$ cat src/rtl/fetch_buffer.sv
// fetch_buffer
// ------------
// Fetch stage between the PC register and decode. Requests instructions from
// instruction memory (grant/valid handshake, at most one request in flight),
// queues returned words with their PCs in a DEPTH-entry FIFO and presents the
// head to decode over valid/ready. Drives the PC register update enable and
// handles redirect flushes, dropping any response that belongs to a request
// issued before the flush.
//
// Parameters:
//   WIDTH - PC / address width in bits
//   DEPTH - FIFO entries (power of two, >= 2)
//
// Ports:
//   clk          rising-edge clock
//   rst          synchronous active-low reset (0 = reset)
//   fetch_pc     current PC from the PC register
//   pc_en        PC register load enable (granted fetch or redirect)
//   flush        redirect from execute; empties the FIFO
//   imem_req     fetch request valid
//   imem_addr    fetch address (= fetch_pc)
//   imem_gnt     memory accepts the request this cycle
//   imem_rvalid  read data valid
//   imem_rdata   instruction word
//   id_valid     FIFO head valid towards decode
//   id_ready     decode accepts the head
//   id_instr     head instruction (0 while empty)
//   id_pc        PC of the head instruction (0 while empty)
//   id_pc_plus4  id_pc + 4, wrapping
//   id_misalign  head entry came from a misaligned PC
//                (only with FETCH_MISALIGN_CHECK_EN defined)
//
// Optional feature macro: FETCH_MISALIGN_CHECK_EN. When defined, a misaligned
// fetch_pc does not reach memory; a NOP tagged as misaligned is queued instead
// and fetching stops until the next flush.

module fetch_buffer #(
  parameter int WIDTH = 32,
  parameter int DEPTH = 4
) (
  input  logic             clk,
  input  logic             rst,
  input  logic [WIDTH-1:0] fetch_pc,
  output logic             pc_en,
  input  logic             flush,
  output logic             imem_req,
  output logic [WIDTH-1:0] imem_addr,
  input  logic             imem_gnt,
  input  logic             imem_rvalid,
  input  logic [31:0]      imem_rdata,
  output logic             id_valid,
  input  logic             id_ready,
  output logic [31:0]      id_instr,
  output logic [WIDTH-1:0] id_pc,
`ifdef FETCH_MISALIGN_CHECK_EN
  output logic [WIDTH-1:0] id_pc_plus4,
  output logic             id_misalign
`else
  output logic [WIDTH-1:0] id_pc_plus4
`endif
);

  localparam int PW = (DEPTH > 1) ? $clog2(DEPTH) : 1;
  localparam int CW = PW + 1;
  localparam logic [CW:0] DEPTH_W = (CW + 1)'(DEPTH);

  // State
  logic [CW-1:0]    count_q, count_d;
  logic [PW-1:0]    wr_ptr_q, wr_ptr_d;
  logic [PW-1:0]    rd_ptr_q, rd_ptr_d;
  logic             outstanding_q, outstanding_d;
  logic             discard_q, discard_d;
  logic [WIDTH-1:0] req_pc_q, req_pc_d;

  // FIFO storage
  logic [31:0]      instr_mem [DEPTH];
  logic [WIDTH-1:0] pc_mem    [DEPTH];

  // Control
  logic [CW:0]      occ;
  logic             issue_ok;
  logic             grant;
  logic             resp;
  logic             push;
  logic             pop;
  logic [31:0]      wr_instr;
  logic [WIDTH-1:0] wr_pc;

  // Reserve a slot for the in-flight request so a response never overflows.
  assign occ = {1'b0, count_q} + {{CW{1'b0}}, outstanding_q};

`ifdef FETCH_MISALIGN_CHECK_EN
  logic stopped_q, stopped_d;
  logic misaligned;
  logic mis_push;
  logic misalign_mem [DEPTH];

  assign misaligned = |fetch_pc[1:0];
  assign issue_ok   = rst & ~flush & (~outstanding_q | imem_rvalid)
                    & (occ < DEPTH_W) & ~stopped_q;
  assign imem_req   = issue_ok & ~misaligned;
  // The NOP is queued only when no response can land in the same cycle, so
  // the FIFO takes at most one write per edge. If a response is arriving, the
  // NOP is simply queued one cycle later.
  assign mis_push   = issue_ok & misaligned & ~outstanding_q;
`else
  assign issue_ok   = rst & ~flush & (~outstanding_q | imem_rvalid)
                    & (occ < DEPTH_W);
  assign imem_req   = issue_ok;
`endif

  assign imem_addr = fetch_pc;
  assign grant     = imem_req & imem_gnt;
  assign pc_en     = grant | flush;

  // Responses only count while a request is in flight.
  assign resp      = imem_rvalid & outstanding_q;
  assign id_valid  = (count_q != '0);
  assign pop       = id_valid & id_ready & ~flush;

`ifdef FETCH_MISALIGN_CHECK_EN
  assign push      = (resp & ~discard_q & ~flush) | mis_push;
  assign wr_instr  = mis_push ? 32'h0000_0013 : imem_rdata;
  assign wr_pc     = mis_push ? fetch_pc : req_pc_q;
`else
  assign push      = resp & ~discard_q & ~flush;
  assign wr_instr  = imem_rdata;
  assign wr_pc     = req_pc_q;
`endif

  always_comb begin
    count_d       = count_q;
    wr_ptr_d      = wr_ptr_q;
    rd_ptr_d      = rd_ptr_q;
    outstanding_d = outstanding_q;
    discard_d     = discard_q;
    req_pc_d      = req_pc_q;

    if (grant) begin
      req_pc_d      = fetch_pc;
      outstanding_d = 1'b1;
    end else if (resp) begin
      outstanding_d = 1'b0;
    end

    if (flush) begin
      count_d   = '0;
      wr_ptr_d  = '0;
      rd_ptr_d  = '0;
      // A request still in flight after the flush must have its data dropped.
      // If the response lands in the flush cycle it is consumed right here.
      discard_d = outstanding_q & ~imem_rvalid;
    end else begin
      if (push) wr_ptr_d = wr_ptr_q + PW'(1);
      if (pop)  rd_ptr_d = rd_ptr_q + PW'(1);
      case ({push, pop})
        2'b10:   count_d = count_q + CW'(1);
        2'b01:   count_d = count_q - CW'(1);
        default: count_d = count_q;
      endcase
      if (resp && discard_q) discard_d = 1'b0;
    end
  end

`ifdef FETCH_MISALIGN_CHECK_EN
  always_comb begin
    stopped_d = stopped_q;
    if (flush)         stopped_d = 1'b0;
    else if (mis_push) stopped_d = 1'b1;
  end

  always_ff @(posedge clk) begin
    if (!rst) stopped_q <= 1'b0;
    else      stopped_q <= stopped_d;
  end

  always_ff @(posedge clk) begin
    if (push) misalign_mem[wr_ptr_q] <= mis_push;
  end

  assign id_misalign = id_valid & misalign_mem[rd_ptr_q];
`endif

  always_ff @(posedge clk) begin
    if (!rst) begin
      count_q       <= '0;
      wr_ptr_q      <= '0;
      rd_ptr_q      <= '0;
      outstanding_q <= 1'b0;
      discard_q     <= 1'b0;
      req_pc_q      <= '0;
    end else begin
      count_q       <= count_d;
      wr_ptr_q      <= wr_ptr_d;
      rd_ptr_q      <= rd_ptr_d;
      outstanding_q <= outstanding_d;
      discard_q     <= discard_d;
      req_pc_q      <= req_pc_d;
    end
  end

  // Storage is not reset; the outputs are masked while the FIFO is empty.
  always_ff @(posedge clk) begin
    if (push) begin
      instr_mem[wr_ptr_q] <= wr_instr;
      pc_mem[wr_ptr_q]    <= wr_pc;
    end
  end

  // Head is read asynchronously so it is visible the cycle it becomes valid.
  assign id_instr    = id_valid ? instr_mem[rd_ptr_q] : 32'h0;
  assign id_pc       = id_valid ? pc_mem[rd_ptr_q] : '0;
  assign id_pc_plus4 = id_pc + WIDTH'(4);

endmodule

$ cat config.mk
export PLATFORM = sky130hd
export DESIGN_NAME = fetch_buffer
export DESIGN_NICKNAME = d
export VERILOG_FILES = /design/src/rtl/fetch_buffer.sv
export SDC_FILE = /design/constraint.sdc
export NUM_CORES = 1
export LEC_CHECK = 0
export CAP_MARGIN = 10
export CORE_ASPECT_RATIO = 1.1
export CORE_UTILIZATION = 50
export CTS_CLUSTER_DIAMETER = 30
export DETAILED_ROUTE_END_ITERATION = 8
export GPL_TIMING_DRIVEN = 0
export MAX_ROUTING_LAYER = met4
export PLACE_DENSITY_LB_ADDON = 0.3
export SLEW_MARGIN = 20
export SYNTH_ARGS = -nofsm -noshare
export SYNTH_HDL_FRONTEND = slang
export SYNTH_SLANG_ARGS = --single-unit
$ cat constraint.sdc
create_clock -name clk -period 4.43 [get_ports clk]
set_clock_uncertainty 0.1 [all_clocks]
set_input_delay 0.886 -clock clk [delete_from_list [all_inputs] [get_ports clk]]
set_output_delay 0.886 -clock clk [all_outputs]
set_load 0.01 [all_outputs]
### Nets reached from selected ports

Scale bar: 50 µm.
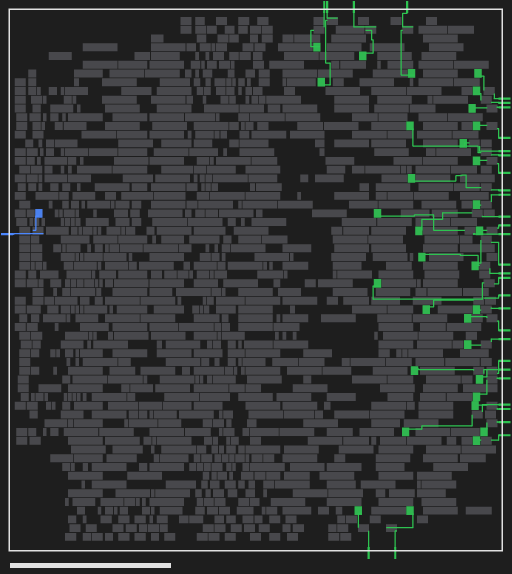
legend:
  green:
    port: id_instr
    bits: 32
    direction: output
    edge: 26 right, 4 top, 2 bottom
    end_cells: 32
    wire: 514 µm
  blue:
    port: pc_en
    bits: 1
    direction: output
    edge: left
    end_cells: 1
    wire: 16.3 µm
I/O pins: 201
port bufs: 200

### Cell classes on the final placement

Fill, decap, tap and diode cells in gray.
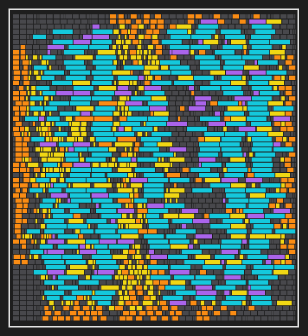
legend:
  yellow:
    class: remaining logic cells
    cells: 391
  cyan:
    class: sequential cells
    cells: 299
  purple:
    class: clock drivers and dummy loads
    cells: 94
  orange:
    class: remaining buffers and delay cells
    cells: 281
Finished Cell Area: 16800 µm²
Final Util: 68.6%

### Sizing map

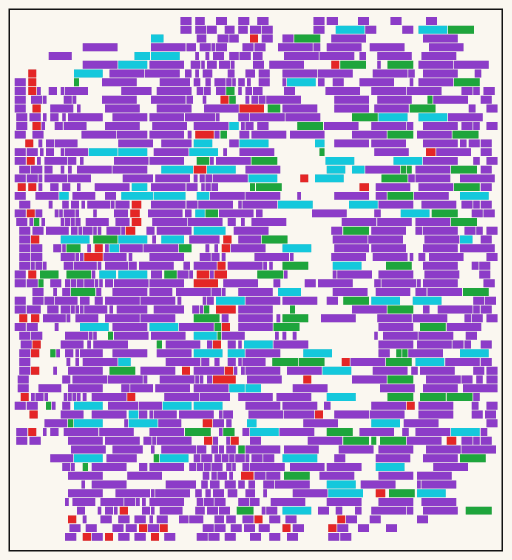
legend:
  green:
    size: x2
    cells: 84
  red:
    size: x3 and x4
    cells: 69
  purple:
    size: x1 and smaller
    cells: 831
  cyan:
    size: x6 and larger
    cells: 81
Worst Setup Slack, final: 0.108 ns
synth-to-layout area growth: 34.4%
Signal buffers: 281

### Cell placement

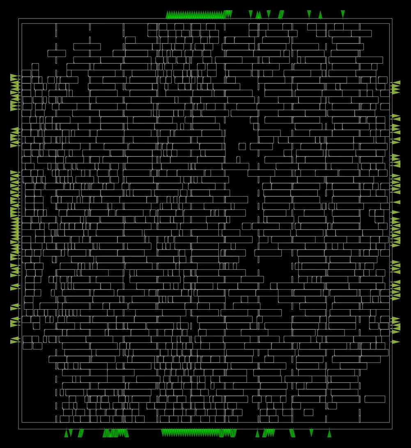
tap cells: 310
flop count: 299
cell row count: 60

==> metrics.yaml <==
ctsLongestPathBuffers: 3
critPathCapture: "id_pc_plus4[20]"
htree_levels: 2
dp_hpwl_um: 17800
clk_latency_ns: 0.54
top_regs: "instr_mem (128), pc_mem (128), req_pc_q (32)"
cts_buffers: 50
cp_cell_sequence: "buf_8, buf_12, mux4_2, inv_1, nor2_2, ha_2, and3_4, o2111a_4, nand3_4, or4_4, xnor2_2, clkbuf_2"
worst_setup_path_end_kind: "output port"
syn_nets: 838
grt_pass1_vias: 7762
worst-path-stages: 12
ir_worst_vdd_mv: 0.256
fp_util_pct: 51.0
slew_headroom_pct: 42.1
warnings: 30
setup_tns_ns: 0
cp_num_buf_inv: 4
hp-class: "reg -> reg"
postSynthSeqShare_pct: 68.3
fin_crit_ns: 4.32
aoi_share_pct: 2.73
ff_type: "edfxtp_1"
crit_slowest_cell: "or4_4"
xor_share_pct: 2.30
ys_async_sr_fraction_pct: 0
nNetsFinal: 1100
finalCritPeriodShare_pct: 97.6
leakage_nw: 5.86
dp.cells: 1275
grt_usage_pct: 22.3
postCtsHoldBufs: 0
crit_fanout: 10
yosys_cells: 761
synth_cells: 761
timing.rr.end: "count_q[2]$_SDFFE_PP0P_"
mux_share_pct: 12.7
synthTopCellsByArea: "edfxtp_1 61%, mux4_2 7.9%, dfxtp_1 6.9%"
crit_path_max_incr_delay_ns: 0.49
vias_per_cell: 5.38
drt_first_pass_iters: 5
status: "completed"
place_ws_ns: -0.831
top_area_cell: "edfxtp_1"
ys_sh_adder_pct: 0.759
chip_area_um2: 25700
cts_setup_buffers: 3
tightest_slew_ns: 0.862
worstRegToRegCells: 9
worstPathArrival_ns: 3.34
final_common_cell: "edfxtp_1"
numSynthFlops: 299
die_h_um: 168
edf_count: 256
crit_family: "simple AND/OR/NAND/NOR gates"
antenna_found_initial: 1
hold_violations: 0
stdcell_count: 1376
fp.dieW_um: 153
yosysMostFrequentCell: "edfxtp_1"
worstSetupPathType: "reg -> out"
cp-start-kind: "register"
power.density_nw_per_um2: 414
route.detailed.drc: 0
drv_slew: 0
[power breakdown]
part           switching, mW  leakage [nW]  internal (mW)
registers             0.0150          2.68           3.07
logic                 0.0850          2.37          0.128
clock network           1.34         0.807           2.34
total                   1.44          5.86           5.54
[layout make-up]
cell class                 count  area, µm²  share of cell area, %
sequential                   299       8550                   50.8
multi-input combinational    378       3480                   20.7
timing repair buffer         210       2150                   12.8
clock buffer                  55       1310                   7.79
buffer                        71        536                   3.18
tap                          310        388                   2.30
clock inverter                39        354                   2.10
inverter                      13       48.8                  0.290
antenna                        1       2.50                 0.0149
[per-layer routing]
metal / global-route usage, % / vias up / routed length, µm
li1: - / 3378 / -
met1: 27.2 / 3667 / 10900
met2: 37.1 / 300 / 13300
met3: 4.12 / 56 / 1670
met4: 9.00 / 0 / 905
met5: - / - / 0
No activity file was given, so power comes from the tool's default toggle rates.
